==> config.mk <==
export PLATFORM = sky130hd
export DESIGN_NAME = pixel_seq_ctrl_flat
export DESIGN_NICKNAME = d
export VERILOG_FILES = /design/src/rtl/pixel_test_pkg.sv /design/src/rtl/pixel_seq_ctrl_if.sv /design/src/rtl/pixel_seq_ctrl_phase_timer.sv /design/src/rtl/pixel_seq_ctrl.sv /design/src/flat_wrapper.sv
export SDC_FILE = /design/constraint.sdc
export NUM_CORES = 1
export LEC_CHECK = 0
export CORE_MARGIN = 1
export CORE_UTILIZATION = 30
export CTS_BUF_LIST = sky130_fd_sc_hd__clkbuf_8 sky130_fd_sc_hd__clkbuf_16
export DETAILED_ROUTE_END_ITERATION = 10
export HOLD_SLACK_MARGIN = 0.06
export PLACE_DENSITY_LB_ADDON = 0.15
export SLEW_MARGIN = 30
export SYNTH_ARGS = -nofsm -noshare
export SYNTH_HDL_FRONTEND = slang
export SYNTH_SLANG_ARGS = --single-unit
==> constraint.sdc <==
create_clock -name clk_in -period 2.9 [get_ports clk_in]
set_input_delay 0.29 -clock clk_in [delete_from_list [all_inputs] [get_ports clk_in]]
set_output_delay 0.29 -clock clk_in [all_outputs]
set_load 0.1 [all_outputs]
==> src/rtl/pixel_test_pkg.sv <==
// Shared types and default timing constants for the pixel sequencer.
package pixel_test_pkg;

   typedef enum logic [2:0] {
      StIdle,
      StReset,
      StInteg,
      StHold,
      StConv,
      StWait,
      StSend,
      StStop
   } state_e;

   localparam int unsigned DEF_NUM_CH  = 4;
   localparam int unsigned DEF_RST_CYC = 2000;
   localparam int unsigned DEF_T_SHORT = 5000000;
   localparam int unsigned DEF_T_LONG  = 50000000;
   localparam int unsigned DEF_CW      = 32;

   localparam int unsigned CH_W  = 3;
   localparam int unsigned ADC_W = 12;

endpackage

==> src/rtl/pixel_seq_ctrl_if.sv <==
// ADC request/response and result-stream bundle for pixel_seq_ctrl.
interface pixel_seq_ctrl_if;
   import pixel_test_pkg::*;

   logic             adc_start;
   logic [CH_W-1:0]  adc_ch;
   logic             adc_done;
   logic [ADC_W-1:0] adc_data;
   logic             res_valid;
   logic             res_ready;
   logic [CH_W-1:0]  res_ch;
   logic [ADC_W-1:0] res_data;

   // Sequencer side
   modport master (
      output adc_start, adc_ch, res_valid, res_ch, res_data,
      input  adc_done, adc_data, res_ready
   );

   // ADC driver / result consumer side
   modport slave (
      input  adc_start, adc_ch, res_valid, res_ch, res_data,
      output adc_done, adc_data, res_ready
   );

endinterface

==> src/rtl/pixel_seq_ctrl_phase_timer.sv <==
// Phase timer: counts cycles since the last clear and flags the final cycle of a phase.
module phase_timer #(
   parameter int unsigned CW = 32
) (
   input  logic          clk_in,
   input  logic          reset,
   input  logic          clear,
   input  logic [CW-1:0] terminal,
   output logic          done
);

   logic [CW-1:0] cnt_q;

   // Cycle counter; saturates so a long phase never wraps back to a short count
   always_ff @(posedge clk_in) begin
      if (reset || clear) begin
         cnt_q <= '0;
      end else if (cnt_q != '1) begin
         cnt_q <= cnt_q + 1'b1;
      end
   end

   // Counter starts at 0 on phase entry, so the last of `terminal` cycles is terminal-1
   always_comb begin
      done = (cnt_q == terminal - 1'b1);
   end

endmodule

==> src/rtl/pixel_seq_ctrl.sv <==
// Pixel frame sequencer: reset, integrate, sample-and-hold, then convert and stream
// NUM_CH channels. Define PIXEL_SEQ_CONT_EN for continuous-frame mode (STOP goes
// straight back to RESET while start stays high).
module pixel_seq_ctrl
   import pixel_test_pkg::*;
#(
   parameter int unsigned NUM_CH  = DEF_NUM_CH,
   parameter int unsigned RST_CYC = DEF_RST_CYC,
   parameter int unsigned T_SHORT = DEF_T_SHORT,
   parameter int unsigned T_LONG  = DEF_T_LONG,
   parameter int unsigned CW      = DEF_CW
) (
   input  logic             clk_in,
   input  logic             reset,
   input  logic             start,
   input  logic             abort,
   input  logic             t_sel,
   output logic             pix_rst_n,
   output logic             pix_hold_n,
   output logic             d_out,
   output logic             busy,
   output logic             frame_done,
   pixel_seq_ctrl_if.master bus
);

   localparam logic [CW-1:0]   RST_C    = CW'(RST_CYC);
   localparam logic [CW-1:0]   SHORT_C  = CW'(T_SHORT);
   localparam logic [CW-1:0]   LONG_C   = CW'(T_LONG);
   localparam logic [CH_W-1:0] LAST_IDX = CH_W'(NUM_CH - 1);

   state_e           state_q, state_d;
   logic             t_sel_q, t_sel_d;
   logic [CH_W-1:0]  idx_q, idx_d;
   logic [CH_W-1:0]  res_ch_q, res_ch_d;
   logic [ADC_W-1:0] res_data_q, res_data_d;
   logic [CW-1:0]    terminal;
   logic             phase_done;

   // Every state change restarts the phase count
   phase_timer #(
      .CW (CW)
   ) u_timer (
      .clk_in   (clk_in),
      .reset    (reset),
      .clear    (state_d != state_q),
      .terminal (terminal),
      .done     (phase_done)
   );

   // Phase length for the current state; only timed states look at phase_done
   always_comb begin
      terminal = RST_C;
      if (state_q == StInteg) begin
         terminal = t_sel_q ? LONG_C : SHORT_C;
      end
   end

   // State and datapath registers
   always_ff @(posedge clk_in) begin
      if (reset) begin
         state_q    <= StIdle;
         t_sel_q    <= 1'b0;
         idx_q      <= '0;
         res_ch_q   <= '0;
         res_data_q <= '0;
      end else begin
         state_q    <= state_d;
         t_sel_q    <= t_sel_d;
         idx_q      <= idx_d;
         res_ch_q   <= res_ch_d;
         res_data_q <= res_data_d;
      end
   end

   // Next-state logic; abort overrides every busy state
   always_comb begin
      state_d    = state_q;
      t_sel_d    = t_sel_q;
      idx_d      = idx_q;
      res_ch_d   = res_ch_q;
      res_data_d = res_data_q;
      unique case (state_q)
         StIdle: begin
            if (start) begin
               state_d = StReset;
               t_sel_d = t_sel;
               idx_d   = '0;
            end
         end
         StReset: if (phase_done) state_d = StInteg;
         StInteg: if (phase_done) state_d = StHold;
         StHold:  if (phase_done) state_d = StConv;
         StConv:  state_d = StWait;
         StWait: begin
            if (bus.adc_done) begin
               res_data_d = bus.adc_data;
               res_ch_d   = idx_q;
               state_d    = StSend;
            end
         end
         StSend: begin
            if (bus.res_ready) begin
               if (idx_q == LAST_IDX) begin
                  state_d = StStop;
               end else begin
                  idx_d   = idx_q + 1'b1;
                  state_d = StConv;
               end
            end
         end
         StStop: begin
            idx_d = '0;
`ifdef PIXEL_SEQ_CONT_EN
            if (start && !abort) begin
               state_d = StReset;
               t_sel_d = t_sel;
            end else begin
               state_d = StIdle;
            end
`else
            state_d = StIdle;
`endif
         end
         default: state_d = StIdle;
      endcase
      if (abort && state_q != StIdle && state_q != StStop) begin
         state_d = StStop;
      end
   end

   // Moore outputs decoded from the current state
   always_comb begin
      pix_rst_n  = 1'b1;
      pix_hold_n = 1'b1;
      d_out      = 1'b0;
      unique case (state_q)
         StReset: begin
            pix_rst_n = 1'b0;
            d_out     = 1'b1;
         end
         StHold: begin
            pix_hold_n = 1'b0;
            d_out      = 1'b1;
         end
         StConv, StWait, StSend: pix_hold_n = 1'b0;
         default: ;
      endcase
      busy          = (state_q != StIdle);
      frame_done    = (state_q == StStop);
      bus.adc_start = (state_q == StConv);
      bus.adc_ch    = idx_q;
      bus.res_valid = (state_q == StSend);
      bus.res_ch    = res_ch_q;
      bus.res_data  = res_data_q;
   end

endmodule
==> src/flat_wrapper.sv <==
// flat-port wrapper written by rule: the top's interface ports become plain ports
module pixel_seq_ctrl_flat import pixel_test_pkg::*;
#(
   parameter int unsigned NUM_CH  = DEF_NUM_CH,
   parameter int unsigned RST_CYC = DEF_RST_CYC,
   parameter int unsigned T_SHORT = DEF_T_SHORT,
   parameter int unsigned T_LONG  = DEF_T_LONG,
   parameter int unsigned CW      = DEF_CW
)
  (clk_in, reset, start, abort, t_sel, pix_rst_n, pix_hold_n, d_out, busy, frame_done, bus_adc_start, bus_adc_ch, bus_res_valid, bus_res_ch, bus_res_data, bus_adc_done, bus_adc_data, bus_res_ready);
  pixel_seq_ctrl_if bus_i ();
  input  logic clk_in;
  input  logic reset;
  input  logic start;
  input  logic abort;
  input  logic t_sel;
  output logic pix_rst_n;
  output logic pix_hold_n;
  output logic d_out;
  output logic busy;
  output logic frame_done;
  output wire logic [$bits(bus_i.adc_start)-1:0] bus_adc_start;
  output wire logic [$bits(bus_i.adc_ch)-1:0] bus_adc_ch;
  output wire logic [$bits(bus_i.res_valid)-1:0] bus_res_valid;
  output wire logic [$bits(bus_i.res_ch)-1:0] bus_res_ch;
  output wire logic [$bits(bus_i.res_data)-1:0] bus_res_data;
  input wire logic [$bits(bus_i.adc_done)-1:0] bus_adc_done;
  input wire logic [$bits(bus_i.adc_data)-1:0] bus_adc_data;
  input wire logic [$bits(bus_i.res_ready)-1:0] bus_res_ready;
  assign bus_adc_start = bus_i.adc_start;
  assign bus_adc_ch = bus_i.adc_ch;
  assign bus_res_valid = bus_i.res_valid;
  assign bus_res_ch = bus_i.res_ch;
  assign bus_res_data = bus_i.res_data;
  assign bus_i.adc_done = bus_adc_done;
  assign bus_i.adc_data = bus_adc_data;
  assign bus_i.res_ready = bus_res_ready;
  pixel_seq_ctrl #(.NUM_CH(NUM_CH), .RST_CYC(RST_CYC), .T_SHORT(T_SHORT), .T_LONG(T_LONG), .CW(CW)) u_core (.clk_in(clk_in), .reset(reset), .start(start), .abort(abort), .t_sel(t_sel), .pix_rst_n(pix_rst_n), .pix_hold_n(pix_hold_n), .d_out(d_out), .busy(busy), .frame_done(frame_done), .bus(bus_i));
endmodule
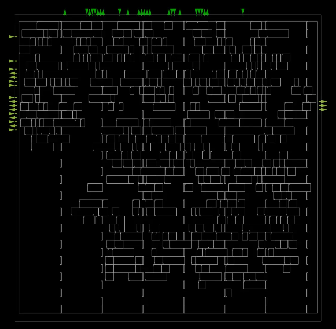
run_1/placed.png
tap cell count: 133
Seq cells: 54
Rows: 36
final core occ: 37.2%
Seq area share: 29.6%

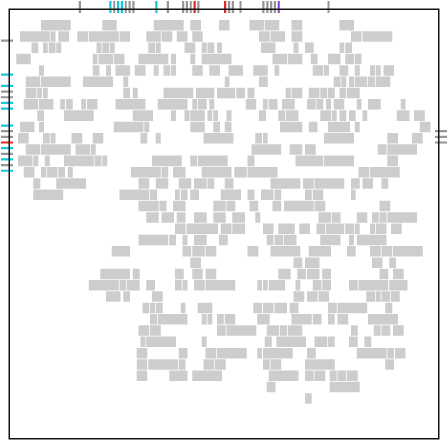
run_1/pinout.png
Pins as bars across the die edge, other pins in grey.
Key: cyan = bus_adc_data [pins 12, direction input, edge 8 left, 4 top]; purple = pix_rst_n [pins 1, direction output, edge top]; red = bus_res_ch [pins 3, direction output, edge 2 top, 1 left]

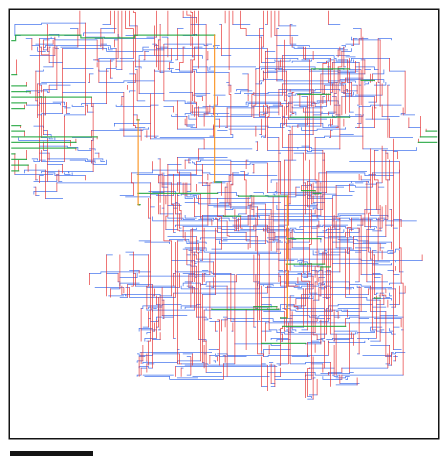
run_1/layers.png
Scale bar: 20 um.
Key: orange = M4 [wire length 85.0 um]; blue = M1 [wire length 4040 um]; red = M2 [wire length 3660 um]; green = M3 [wire length 310 um]

==> qor.csv, run 1 <==
stage;metric;value;unit
synthesis;Chip Area, Yosys;3060;um2
layout;Flop area;1080;um2
placed_design;PortBufs;43;
global_route;global routing usage on met2;23.8;%
critical_path;R2R Path End;u_core.u_timer.cnt_q[22]$_SDFFE_PP0P_;
routing;vias;2915;
final_timing;Final Hold Fails;0;
run_status;status;complete, no violations;
routing;DR iter-0 viols;157;
global_route;busiest grt layer;met2;
layout;Final nets;431;
clocking;TritonCTS buffer count;5;
layout;Layout area overhead;19.6;%
synthesis;count of cell types in the netlist;59;
clocking;hold bufs inserted after CTS;0;
synthesis;Synth area leader;dfxtp_1;
synthesis;Syn Area/Cell;8.21;um2
final_timing;Slew @ Worst Pin;558;ps
layout;Antenna diodes;0;
critical_path;stages on the worst setup path;6;
worst_hold_path;hold path cells;2;
clocking;clk sinks;54;
power_and_ir_drop;internal power;1.18;mW
final_timing;Final WS setup;359;ps
power_and_ir_drop;Power, Total;2.15;mW
power_and_ir_drop;Comb pwr share;40.3;%
final_timing;post-layout period usage;87.6;%
critical_path;Critical Path Sink;u_core.u_timer.cnt_q[22]$_SDFFE_PP0P_;
power_and_ir_drop;largest power group;combinational logic;
synthesis;Yosys Instances;372;
routing;DR pass1 iterations;4;
clocking;Reg clk slew, reported paths;110;ps
synthesis;most numerous cell in the Yosys netlist;dfxtp_1;
critical_path;Req. time, crit path;3130;ps
layout;post-layout instance count excluding filler cells;543;
worst_hold_path;HP Class;reg -> reg;
synthesis;Post-synth ARST share;0;%
floorplan;Die X;103;um
synthesis;Flops after synth;54;
global_route;antenna violations before repair;0;
clocking;CTS tree;yes;
final_timing;setup TNS;0;ps
layout;most numerous logic cell after layout;dfxtp_1;
power_and_ir_drop;Comb power;0.865;mW
placed_design;Final HPWL DP;5.67;mm
synthesis;Post-synth area hogs;dfxtp_1, nand2_1, a211oi_1;
critical_path;worst stage delay on the critical path;650;ps
final_timing;Setup Viol. Count Final;0;
floorplan;Die Ht;103;um
flow_run;tool warnings;26;
clocking;Max Root-Sink Buffers;2;
layout;Largest Register;u_core.u_timer.cnt_q;
[run 1: logic make-up (layout without fill, tap and decap cells)]
logic type      count (synthesis)  count (layout)  share of synthesized area (%)
compound gates                 90              90                           20.8
xor+xnor                       12              12                           3.44
fa+ha+maj                       3               3                           1.23
buf+inv                        35              73                           6.47
flops                          54              54                           35.4
mux                             4               4                           1.31
simple gates                  174             174                           31.4
[run 1: area by class of cell]
| cell class | count | share of cell area [%] |
|---|---|---|
| multi-input cells | 283 | 49.0 |
| flip-flops and latches | 54 | 29.6 |
| repair buffers | 56 | 13.4 |
| well taps | 133 | 4.55 |
| clock buffers | 5 | 1.88 |
| inverters | 9 | 0.925 |
| clock inverters | 3 | 0.651 |
[run 1: layer usage]
layer	wire (um)	vias up
li1	-	1468
met1	4040	1383
met2	3660	56
met3	309	8
met4	85	0
met5	0	-
## Run 2: what changed since run 1
--- a/config.mk
+++ b/config.mk
@@ -9,6 +9,7 @@
 export CORE_UTILIZATION = 30
 export CTS_BUF_LIST = sky130_fd_sc_hd__clkbuf_8 sky130_fd_sc_hd__clkbuf_16
 export DETAILED_ROUTE_END_ITERATION = 10
+export GPL_ROUTABILITY_DRIVEN = 0
 export HOLD_SLACK_MARGIN = 0.06
 export PLACE_DENSITY_LB_ADDON = 0.15
 export SLEW_MARGIN = 30
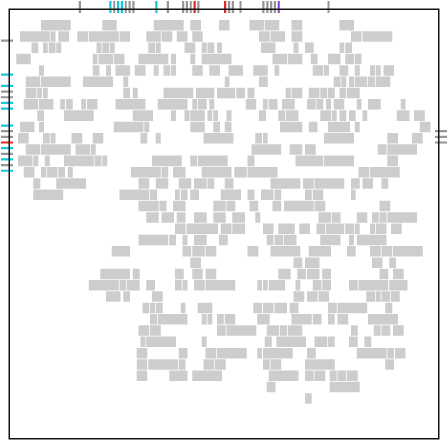
run_2/pinout.png
Pins as bars across the die edge, other pins in grey.
Key: red = bus_res_ch [pins 3, direction output, edge 2 top, 1 left]; purple = pix_rst_n [pins 1, direction output, edge top]; cyan = bus_adc_data [pins 12, direction input, edge 8 left, 4 top]
All pins by edge: 25 top, 16 left, 3 right.
Die Ht: 103 um
Die X: 103 um
PortBufs: 43

==> qor.csv, run 2 <==
stage;metric;value;unit
synthesis;Yosys Instances;372;
final_timing;Final WS setup;359;ps
final_timing;Setup Viol. Count Final;0;
synthesis;area fraction in compound gates;20.8;%
clocking;Max Root-Sink Buffers;2;
final_timing;setup TNS;0;ps
synthesis;Synth area leader;dfxtp_1;
placed_design;Final HPWL DP;5.67;mm
run_status;status;complete, no violations;
clocking;CTS tree;yes;
layout;Layout area overhead;19.6;%
final_timing;post-layout period usage;87.6;%
routing;M1 WL;4.04;mm
layout;post-layout instance count excluding filler cells;543;
routing;Met3 Routed Length;309;um
synthesis;Flops after synth;54;
clocking;TritonCTS buffer count;5;
layout;final core occ;37.2;%
routing;DR pass1 iterations;4;
worst_hold_path;HP Class;reg -> reg;
synthesis;count of cell types in the netlist;59;
synthesis;Simple Share, Synth;31.4;%
clocking;clk sinks;54;
global_route;busiest grt layer;met2;
layout;Final nets;431;
global_route;global routing usage on met2;23.8;%
power_and_ir_drop;Power, Total;2.15;mW
final_timing;Final Hold Fails;0;
clocking;Reg clk slew, reported paths;110;ps
layout;Antenna diodes;0;
synthesis;Post-synth area hogs;dfxtp_1, nand2_1, a211oi_1;
power_and_ir_drop;largest power group;combinational logic;
floorplan;Rows;36;
critical_path;worst stage delay on the critical path;650;ps
synthesis;Dominant comb cell;simple AND/OR/NAND/NOR gates;
routing;vias;2915;
synthesis;FA/HA/MAJ Cells, Area Fraction;1.23;%
synthesis;Synth mux share;1.31;%
global_route;antenna violations before repair;0;
critical_path;Req. time, crit path;3130;ps
flow_run;tool warnings;26;
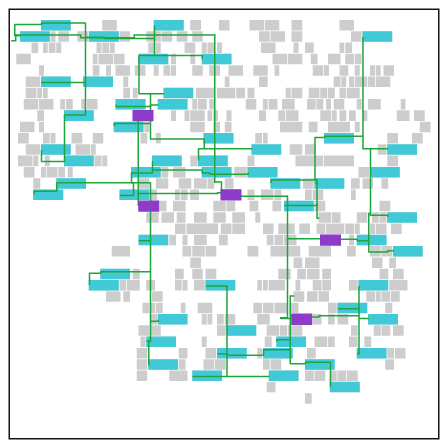
run_2/clock_wires.png
Key: purple = clock-net drivers [count 5]; cyan = flip-flops [count 54]; green = clock wires [length 802 um]
Position of the flops: widely spread. There are 6 routed clock nets.

run 2: worst paths after layout:
path / end / slack [ps] / cells after the start
setup / recovery: u_core.u_timer.cnt_q[22]$_SDFFE_PP0P_ / 360 / 6
hold / removal: u_core.bus.res_data[5]$_SDFFE_PP0P_ / 460 / 2
setup reg to reg: u_core.u_timer.cnt_q[22]$_SDFFE_PP0P_ / 360 / 6
hold reg to reg: u_core.bus.res_data[5]$_SDFFE_PP0P_ / 460 / 2
run 2: final cells by class:
type	count	area, um2	share of cell area (%)
Clock buffer	5	68.8	1.88
Tap cell	133	166	4.55
Multi-Input combinational cell	283	1790	49.0
Sequential cell	54	1080	29.6
Inverter	9	33.8	0.925
Timing Repair Buffer	56	490	13.4
Clock inverter	3	23.8	0.651
run_2/port_trees.png
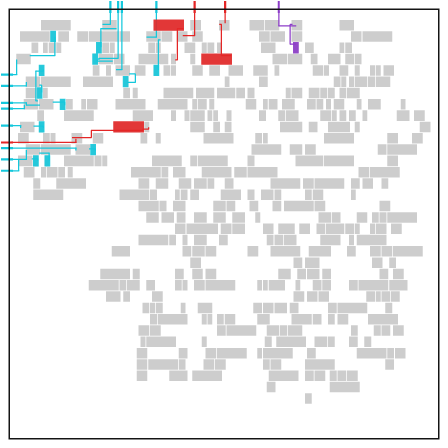

## Run 3: what changed since run 2
--- a/config.mk
+++ b/config.mk
@@ -5,12 +5,13 @@
 export SDC_FILE = /design/constraint.sdc
 export NUM_CORES = 1
 export LEC_CHECK = 0
-export CORE_MARGIN = 1
 export CORE_UTILIZATION = 30
 export CTS_BUF_LIST = sky130_fd_sc_hd__clkbuf_8 sky130_fd_sc_hd__clkbuf_16
+export CTS_CLUSTER_DIAMETER = 80
 export DETAILED_ROUTE_END_ITERATION = 10
 export GPL_ROUTABILITY_DRIVEN = 0
 export HOLD_SLACK_MARGIN = 0.06
+export MAX_ROUTING_LAYER = met4
 export PLACE_DENSITY_LB_ADDON = 0.15
 export SLEW_MARGIN = 30
 export SYNTH_ARGS = -nofsm -noshare
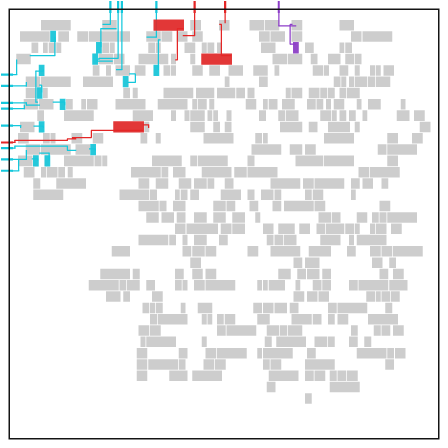
run_3/port_trees.png
Key: cyan = bus_adc_data [bits 12, direction input, end cells 12, buffers 12, wire 156 um]; purple = pix_rst_n [bits 1, direction output, end cells 1, buffers 1, wire 14.3 um]; red = bus_res_ch [bits 3, direction output, end cells 3, buffers 3, wire 68.2 um]

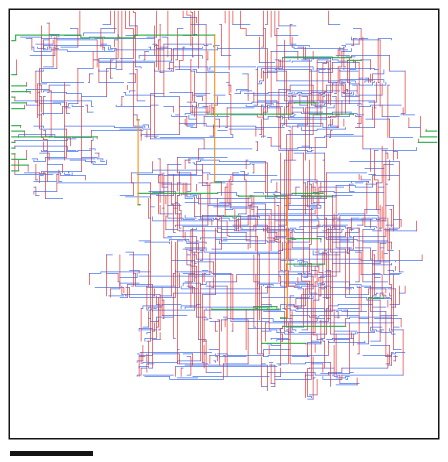
run_3/layers.png
Scale bar: 20 um.
Key: blue = M1 [wire length 4100 um]; green = M3 [wire length 293 um]; orange = M4 [wire length 85.0 um]; red = M2 [wire length 3590 um]

==> qor.csv, run 3 <==
stage;metric;value;unit
floorplan;Die Ht;103;um
floorplan;Die X;103;um
power_and_ir_drop;Comb pwr share;40.3;%
layout;inverters;9;
floorplan;Rows;36;
synthesis;Chip Area, Yosys;3060;um2
final_timing;post-layout period usage;87.8;%
clocking;clk sinks;54;
placed_design;Final HPWL DP;5.67;mm
critical_path;r2r worst-path depth;6;
layout;Non-CTS buffers;56;
global_route;antenna violations before repair;0;
clocking;Max Root-Sink Buffers;2;
critical_path;Req. time, crit path;3130;ps
routing;vias;2923;
power_and_ir_drop;Power, Total;2.15;mW
layout;Largest Register;u_core.u_timer.cnt_q;
layout;Flop area;1080;um2
layout;Clock-cell share;2.53;%
worst_hold_path;HP Class;reg -> reg;
clocking;Reg clk slew, reported paths;110;ps
power_and_ir_drop;internal power;1.18;mW
run_status;status;complete, no violations;
layout;Seq area share;29.6;%
clocking;hold bufs inserted after CTS;0;
synthesis;Synth area leader;dfxtp_1;
critical_path;Critical Path Sink;u_core.u_timer.cnt_q[22]$_SDFFE_PP0P_;
critical_path;register-to-register setup slack;350;ps
layout;Seq cells;54;
clocking;TritonCTS buffer count;5;
floorplan;tap cell count;133;
layout;Antenna diodes;0;
clocking;CTS tree;yes;
final_timing;Final WS setup;353;ps
layout;top cell category;multi-input combinational cells;
layout;Final nets;431;
layout;final core occ;37.2;%
final_timing;setup TNS;0;ps
layout;clock buf count;5;
final_timing;Slew @ Worst Pin;517;ps
run 3: logic make-up (layout without fill, tap and decap cells):
logic type	after synthesis	after routing	synth area share (%)
multiplexers	4	4	1.31
XOR/XNOR	12	12	3.44
flip-flops	54	54	35.4
AND-OR/OR-AND	90	90	20.8
AND/OR/NAND/NOR	174	174	31.4
buffers and inverters	35	73	6.47
adder cells (fa/ha/maj)	3	3	1.23
run 3: routing by layer:
metal | part of all wire [%] | GRT usage, %
met5 | 0 | -
met4 | 1.1 | 4.12
met3 | 3.6 | 2.92
met2 | 45 | 23.8
met1 | 51 | 22.7
run 3: critical path: stages (launching register included):
cell and delay (ps):
dfxtp_1 380, ha_1 270, nand2_2 110, or4_1 650
a31o_1 370, or4_1 430, a211oi_1 250
No activity file was given, so power comes from the tool's default toggle rates.
